==> config.mk <==
export PLATFORM = sky130hd
export DESIGN_NAME = mdu_ctrl
export DESIGN_NICKNAME = d
export VERILOG_FILES = /design/src/rtl/mdu_pkg.sv /design/src/rtl/mdu_divider.sv /design/src/rtl/mdu_ctrl.sv
export SDC_FILE = /design/constraint.sdc
export NUM_CORES = 2
export LEC_CHECK = 0
export ABC_AREA = 1
export CAP_MARGIN = 10
export CORE_UTILIZATION = 30
export DETAILED_ROUTE_END_ITERATION = 12
export GPL_ROUTABILITY_DRIVEN = 0
export PLACE_DENSITY = 0.49
export SLEW_MARGIN = 25
export SYNTH_ARGS = -nofsm -noshare
export SYNTH_HDL_FRONTEND = slang
export SYNTH_SLANG_ARGS = --single-unit
==> constraint.sdc <==
create_clock -name clk -period 7.3 [get_ports clk]
set_input_delay 1.46 -clock clk [delete_from_list [all_inputs] [get_ports clk]]
set_output_delay 1.46 -clock clk [all_outputs]
set_load 0.01 [all_outputs]
Figure 1. Where the registers sit.
(1 px per um)
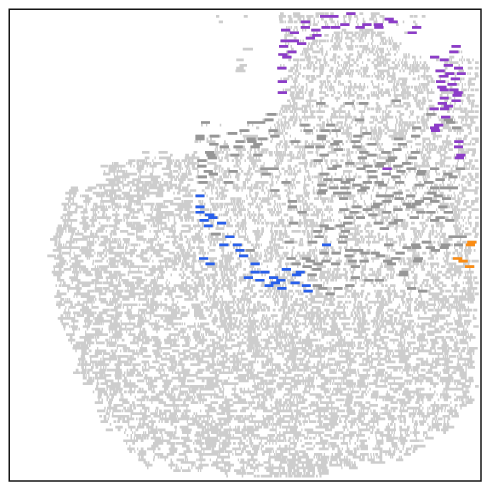
- u_div.dsr_q: blue (sequential cells 32; where centre)
- u_div.cnt_q: orange (sequential cells 5; where east)
- hilo_q: purple (sequential cells 64; where north-east)
Flop area: 0.00838 mm2
Seq/total area: 10.2%
final core utilization: 37.7%

Figure 2. I/O nets highlighted.
(1 px per um)
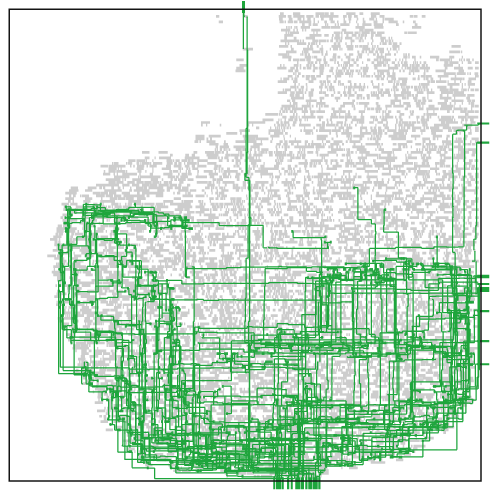
- src0: green (direction input; edge 19 south, 11 east, 2 north; end cells 1141; buffers 194; wire 35.0 mm)
I/O pin cnt: 202
PortBufs: 201

Figure 3. Placement view.
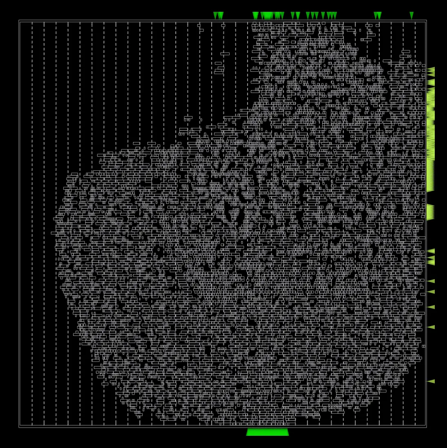
Finished Layout Cells: 12500
Tap Count: 2854

Figure 4. Wiring heat map.
The die is cut into 24 by 24 equal tiles; dark blue is low, red is high, scaled to the fullest tile. Values are wire area over tile area, all layers added.
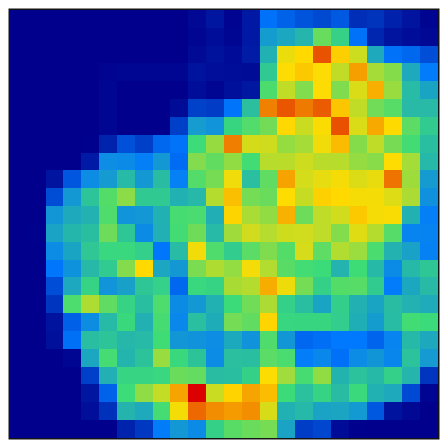
- mean over tiles: 0.19
- tiles over half the peak: 32%
- fullest tile: 0.54
Avg WL per Cell: 20.7 um
Total Wirelength: 258 mm
vias: 60400
total global-route track usage: 23.4%

Figure 5. Metal layers overlaid.
(1 px per um) Only two layers are drawn.
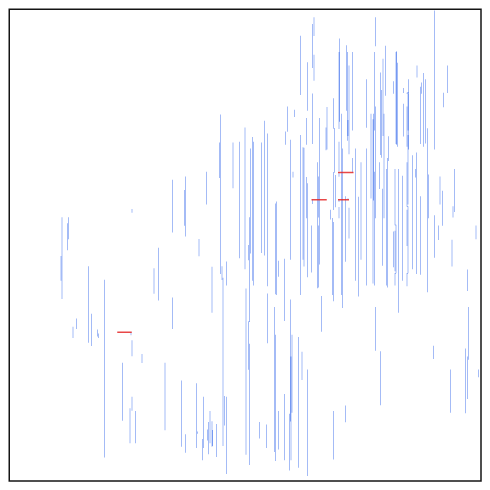
- met4: blue (wire length 12200 um)
- met5: red (wire length 49.7 um)

==> reports/metrics.cfg <==
[drt]
drc = 0
first_iter_violations = 4837
met2_length_mm = 122
highest_layer = met5
firstDrtPassIters = 6
wl_met3_mm = 15.6
vias_per_cell = 4.84

[yosys]
yosys.cell_types.count = 60
ys_area_mm2 = 0.0658
ys_seq_elements = 335
synth_top_area_share_pct = 34.3
synthMuxAreaShare_pct = 0
topCombFamilyByArea = adder cells
syn_avg_cell_area_um2 = 7.40
async_flop_share_pct = 100

[status]
failed_checks = negative setup slack
status = finished, violations left

[floorplan]
die_y_um = 470
rows = 171

[layout]
buffer_area_share_pct = 12.8
n_all_buffers = 1046
fin_area_mm2 = 0.0820
lay_top_cells = inv_1 (2101), nand2_1 (2091), fa_1 (1054), buf_4 (648), nor2_1 (517)
lay_top_count = inv_1

[clocking]
clockBufferDepth = 3
clock_sinks = 335
post_cts_buffers = 108
clk_latency_ps = 640

[placed_design]
post-place-cells = 12200
place_hpwl_mm = 211

[job]
maxCapViolations = 0
log.warning_count = 37

[worst_setup_path]
slowest_stage = fa_2
path_buffers = 9
max_stage_delay_ps = 640
cp_top_family = adder cells
r2r_cells = 30

[worst_hold_path]
hold_path_depth = 2

[global_routing]
grt.overflow.total = 0
met3_usage_pct = 2.43
grt.met1_usage_pct = 30.7

[timing]
worst_slack_ps = -898
worst_clock_skew_ps = 50.2
finalSetupViolations = 38

